Fig. 1: met3 routing
Scale: 2 px per um. Cells faint in the background.
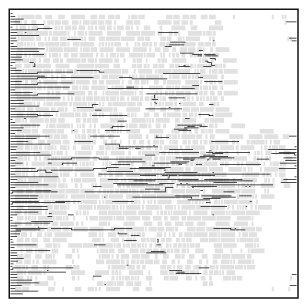
Fig. 2: met2 routing
Scale: 3 px per um.
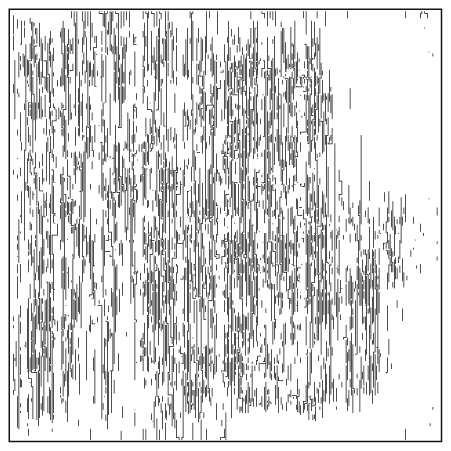
Fig. 3: M4 wires
Scale: 2 px per um. Cells faint in the background.
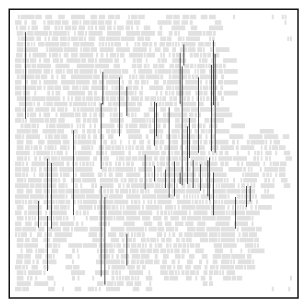
$ cat config.mk
export PLATFORM = sky130hd
export DESIGN_NAME = tinyodin_obi_loader
export DESIGN_NICKNAME = d
export VERILOG_FILES = /design/src/rtl/tinyodin_obi_loader.sv
export SDC_FILE = /design/constraint.sdc
export NUM_CORES = 1
export LEC_CHECK = 0
export CORE_MARGIN = 2
export CORE_UTILIZATION = 55
export CTS_CLUSTER_SIZE = 20
export DETAILED_ROUTE_END_ITERATION = 12
export HOLD_SLACK_MARGIN = 0.08
export PLACE_DENSITY = 0.86
export SLEW_MARGIN = 40
export SYNTH_ARGS = -nofsm -noshare
export SYNTH_HDL_FRONTEND = slang
export SYNTH_SLANG_ARGS = --single-unit
$ cat constraint.sdc
create_clock -name CLK -period 11.45 [get_ports CLK]
set_input_delay 2.29 -clock CLK [delete_from_list [all_inputs] [get_ports CLK]]
set_output_delay 2.29 -clock CLK [all_outputs]
set_load 0.02 [all_outputs]
$ cat src/rtl/tinyodin_obi_loader.sv
// tinyodin_obi_loader: OBI block-write master filling tinyODIN memories from a stream or a constant.
module tinyodin_obi_loader #(
    parameter int DATA_W = 32,
    parameter int ADDR_W = 32
) (
    input  logic              CLK,
    input  logic              RST,
    input  logic              cmd_valid_i,
    output logic              cmd_ready_o,
    input  logic [1:0]        cmd_region_i,
    input  logic [12:0]       cmd_base_i,
    input  logic [5:0]        cmd_row_len_i,
    input  logic [5:0]        cmd_row_stride_i,
    input  logic [8:0]        cmd_num_rows_i,
    input  logic              cmd_fill_i,
    input  logic [DATA_W-1:0] cmd_fill_data_i,
    input  logic              data_valid_i,
    output logic              data_ready_o,
    input  logic [DATA_W-1:0] data_i,
    output logic              obi_req_o,
    output logic              obi_we_o,
    output logic [3:0]        obi_be_o,
    output logic [ADDR_W-1:0] obi_addr_o,
    output logic [DATA_W-1:0] obi_wdata_o,
    input  logic              obi_gnt_i,
    input  logic              obi_rvalid_i,
    output logic              busy_o,
    output logic              done_o,
    output logic              err_o
);
    typedef enum logic [2:0] {IDLE, CHECK, FETCH, REQ, RESP, DONE} state_t;
    state_t state_q;
    logic [1:0]        region_q;
    logic [12:0]       base_q, row_q, off_q;
    logic [5:0]        len_q, stride_q, c_q;
    logic [8:0]        rows_q, r_q;
    logic              fill_q;
    logic [DATA_W-1:0] fill_data_q, wdata_q;
    logic              cmd_ready_q, data_ready_q, req_q, busy_q, done_q, err_q;
    logic [22:0]       last, limit;
    logic              row_end, last_word;
    always_comb begin
        last      = 23'(base_q) + 23'(rows_q - 9'd1) * 23'(stride_q) + 23'(len_q) - 23'd1;
        limit     = region_q == 2'd0 ? 23'd64 : region_q == 2'd1 ? 23'd256 :
                    region_q == 2'd2 ? 23'd8192 : 23'd1;
        row_end   = c_q == len_q - 6'd1;
        last_word = row_end && r_q == rows_q - 9'd1;
    end
    always_ff @(posedge CLK) begin
        if (RST) begin
            state_q      <= IDLE;
            region_q     <= '0;
            base_q       <= '0;
            len_q        <= '0;
            stride_q     <= '0;
            rows_q       <= '0;
            fill_q       <= 1'b0;
            fill_data_q  <= '0;
            row_q        <= '0;
            off_q        <= '0;
            c_q          <= '0;
            r_q          <= '0;
            wdata_q      <= '0;
            cmd_ready_q  <= 1'b0;
            data_ready_q <= 1'b0;
            req_q        <= 1'b0;
            busy_q       <= 1'b0;
            done_q       <= 1'b0;
            err_q        <= 1'b0;
        end else begin
            done_q <= 1'b0;
            err_q  <= 1'b0;
            case (state_q)
                IDLE: begin
                    cmd_ready_q <= 1'b1;
                    if (cmd_valid_i && cmd_ready_q) begin
                        region_q    <= cmd_region_i;
                        base_q      <= cmd_base_i;
                        len_q       <= cmd_row_len_i;
                        stride_q    <= cmd_row_stride_i;
                        rows_q      <= cmd_num_rows_i;
                        fill_q      <= cmd_fill_i;
                        fill_data_q <= cmd_fill_data_i;
                        cmd_ready_q <= 1'b0;
                        busy_q      <= 1'b1;
                        state_q     <= CHECK;
                    end
                end
                CHECK: begin
                    if (len_q == '0 || rows_q == '0) begin
                        busy_q  <= 1'b0;
                        done_q  <= 1'b1;
                        state_q <= DONE;
                    end else if (last >= limit) begin
                        busy_q  <= 1'b0;
                        err_q   <= 1'b1;
                        state_q <= IDLE;
                    end else begin
                        c_q          <= '0;
                        r_q          <= '0;
                        row_q        <= base_q;
                        off_q        <= base_q;
                        data_ready_q <= !fill_q;
                        state_q      <= FETCH;
                    end
                end
                FETCH: begin
                    if (fill_q) begin
                        wdata_q <= fill_data_q;
                        req_q   <= 1'b1;
                        state_q <= REQ;
                    end else if (data_valid_i) begin
                        wdata_q      <= data_i;
                        data_ready_q <= 1'b0;
                        req_q        <= 1'b1;
                        state_q      <= REQ;
                    end
                end
                REQ: begin
                    if (obi_gnt_i) begin
                        req_q   <= 1'b0;
                        state_q <= RESP;
                    end
                end
                RESP: begin
                    if (obi_rvalid_i) begin
                        // rows restart from the running row origin, so overlapping strides need no multiply
                        c_q   <= row_end ? 6'd0 : c_q + 6'd1;
                        r_q   <= row_end ? r_q + 9'd1 : r_q;
                        row_q <= row_end ? row_q + 13'(stride_q) : row_q;
                        off_q <= row_end ? row_q + 13'(stride_q) : off_q + 13'd1;
                        if (last_word) begin
                            busy_q  <= 1'b0;
                            done_q  <= 1'b1;
                            state_q <= DONE;
                        end else begin
                            data_ready_q <= !fill_q;
                            state_q      <= FETCH;
                        end
                    end
                end
                DONE:    state_q <= IDLE;
                default: state_q <= IDLE;
            endcase
        end
    end
    assign cmd_ready_o  = cmd_ready_q;
    assign data_ready_o = data_ready_q;
    assign obi_req_o    = req_q;
    assign obi_we_o     = req_q;
    assign obi_be_o     = {4{req_q}};
    assign obi_addr_o   = ADDR_W'({10'b0, region_q, 5'b0, off_q, 2'b00});
    assign obi_wdata_o  = wdata_q;
    assign busy_o       = busy_q;
    assign done_o       = done_q;
    assign err_o        = err_q;
endmodule

==> Slide: Implementation Results <==
Implementation Results

Setup path
  – R2R Setup Slk: 3.24 ns
  – Most frequent CP cell: fa_1
  – Cell family contributing the most delay on the critical path: adder cells
  – Critical R2R Capture: row_q[1]
  – WP data arrival: 8.54 ns
  – Setup crit start kind: register
  – Critical path depth in cells: 27
  – Worst r2r src: rows_q[0]
  – Max incr delay on CP: 0.62 ns
  – Crit path max fanout: 38
  – WP buf/inv: 5
  – Worst path required time: 11.78 ns
  – Crit path kind: reg2reg
  – CP Launch Point: rows_q[0]
  – Crit end category: register
  – CP max-delay cell: o31ai_1
  – Worst Reg-to-Reg Cells: 27
  – Critical path endpoint: row_q[1]

Place
  – GPL Wtd Cong: 0.923
  – Inst Count DP: 1664
  – Setup WS pre-CTS: 3.41 ns
  – Port bufs: 164
  – Placed cell areas: 12400 sq um
  – Detailed Place HPWL: 21200 um

Die
  – Die H: 144 um
  – Die W: 144 um
  – I/O pin cnt: 182
  – Core Util at FP: 55.6%
  – # Taps: 265
  – # rows: 51
  – Core ar.: 19300 sq um
  – Die Area: 20600 sq um

Worst hold path
  – Worst Hold Class: reg2reg
  – Hold Path Sink: fill_data_q[6]
  – Worst Hold Launch: fill_data_q[6]
  – Hold path depth: 2

Clock network
  – Clock root cell: clkbuf_16
  – Hold buffers post-CTS: 0
  – Post-cts repair resize count: 0
  – Clk Latency, worst-skew pair: 0.44 ns
  – CTS Buffer Depth: 2
  – CTS buffer count: 17
  – Clock sinks: 151
  – CTS H-tree depth: 4
  – Clock-pin slew on the worst setup and hold paths: 0.07 ns
  – TritonCTS clock tree: done
  – # Post-CTS Setup Buffers: 0

Logic synthesis
  – Area of the mapped netlist: 10700 sq um
  – XORs/XNORs by Area: 4.09%
  – Yosys warning count: 0
  – Flops after synth: 151
  – Dominant cell type by area after synthesis: dfxtp_1
  – Post-synth EDFFs: 0
  – Mean Syn Cell Area: 8.22 sq um
  – Ys async rst share: 0%
  – Cell Type Count: 60
  – Largest cells by area: dfxtp_1 (28%), fa_1 (14%), nand2_1 (7.8%)
  – Top logic family: adder cells
  – Dominant register cell: dfxtp_1
  – Adders+Majority by Area: 20.6%
  – Ao+oa area frac: 17.3%
  – Syn Inst Count: 1304
  – Yosys cell count: 1304
  – Post-synth mux share: 3.19%
  – Sequential element share of the synthesized area: 28.2%
  – Synth top area share: 28.2%
  – Yosys synthesis chip area: 10700 sq um
  – Synth Area in Simple Gates: 18.4%

Drt
  – Met2 Wirelength: 13600 um
  – Final wirelength: 28900 um
  – DR top layer: met4
  – Met3 routed WL: 2700 um
  – Vias per inst: 5.70
  – Antenna Nets Post-Route: 0
  – First-pass DRT Iterations: 5
  – Initial drt markers: 729
  – DRT met1 WL: 11600 um
  – DR DRC count: 0
  – DR vias: 9670
  – DR WL/cell: 17.0 um

Global routing
  – Total grt overflow: 0
  – GR Util met1: 36.1%
  – Met2 usage in global routing: 46.5%
  – Initial antenna violation count: 0
  – Met3 usage: 9.06%
  – Total track usage: 28.7%
  – Largest net degree at the start of global routing: 72
  – Vias in the first global route: 9443
  – GRT busiest layer: met2
  – Global-route wire length before repair: 46800 um

Final layout
  – Nets@finish: 1657
  – Synth-to-Final Area Change: 21.4%
  – Flops: 151
  – Footprint of the multi-input gates: 6900 sq um
  – Post-route cell area: 13000 sq um
  – Number of non-clock buffers in the layout: 172
  – Most frequent logic cells in the routed design: nand2_1 (222), clkdlybuf4s50_1 (163), dfxtp_1 (150)
  – Share of layout cells above drive strength 1: 4.12%
  – Dominant logic cell type in the layout: nand2_1
  – Post-Route Utilization: 67.5%
  – Non-Filler Instances: 1696
  – Clock buffers: 18
  – NonClk Buf Share: 13.1%
  – Final clock-cell share: 4.75%
  – Antenna Cells: 0
  – Fraction of area in registers: 23.2%
  – FF+latch area: 3020 sq um
  – Combinational share of cell area: 53.1%
  – Filler Cells Inserted: 1528
  – #MultiIn Comb: 961
  – Largest class: multi-input combinational cells
  – Number of non-clock inverters in the layout: 115

Power
  – Worst vdd ir: 140 uV
  – Pwr Total: 2410 uW
  – PD cells: 186 nW/um^2
  – Leakage power total: 0.00522 uW

Final timing
  – Setup violators final: 0
  – Hold Worst Slack: 0.455 ns
  – Minimum clock period: 8.21 ns
  – RSZ-0062 raised after global routing: no
  – Fin. Hold Viols: 0
  – Slew @ Worst Pin: 0.798 ns
  – Max_slew headroom: 46.4%
  – Max Clock Skew: 0.0116 ns
  – Setup TNS: 0 ns
  – Worst Setup Slack, final: 3.24 ns
  – Fmax: 0.122 GHz
  – Final Max-Slew Violation Tally: 0
  – Period utilization: 71.7%

Status
  – Outcome: completed

Job
  – Max_cap viols: 0
  – Tool warnings: 28
Notes on Fig. 1 above:
share of all routed wire: 9.3%
nets with wire on the layer: 215

Notes on Fig. 2 above:
share of all routed wire: 47%
main direction: vertical
longest straight run: 53.9 um
nets with wire on the layer: 1402
wire length on this layer: 13600 um

Notes on Fig. 3 above:
share of all routed wire: 3.3%
main direction: vertical
longest straight run: 59.2 um
wire length on this layer: 942 um

-- where the power goes --
| group | switching [uW] | leakage (uW) | internal (uW) | total [uW] |
|---|---|---|---|---|
| Sequential | 30.2 | 0.00122 | 548 | 578 |
| Clock | 265 | 0.000297 | 320 | 586 |
| Combinational | 710 | 0.00370 | 540 | 1250 |
| Total | 1010 | 0.00522 | 1410 | 2410 |
-- synthesized netlist by cell type (14+ instances only) --
cell type	n
inv_1	115
a21oi_1	120
buf_4	22
nor2_1	84
xor2_1	19
dfxtp_1	151
nor2b_1	14
fa_1	74
clkbuf_1	60
nand2_1	223
a211oi_1	48
o21ai_0	25
ha_1	58
and2_1	22
nand3_1	18
xnor2_1	31
mux2i_1	33
nor3_1	19
Power figures rest on the tool's default switching activity, not on a simulated workload.
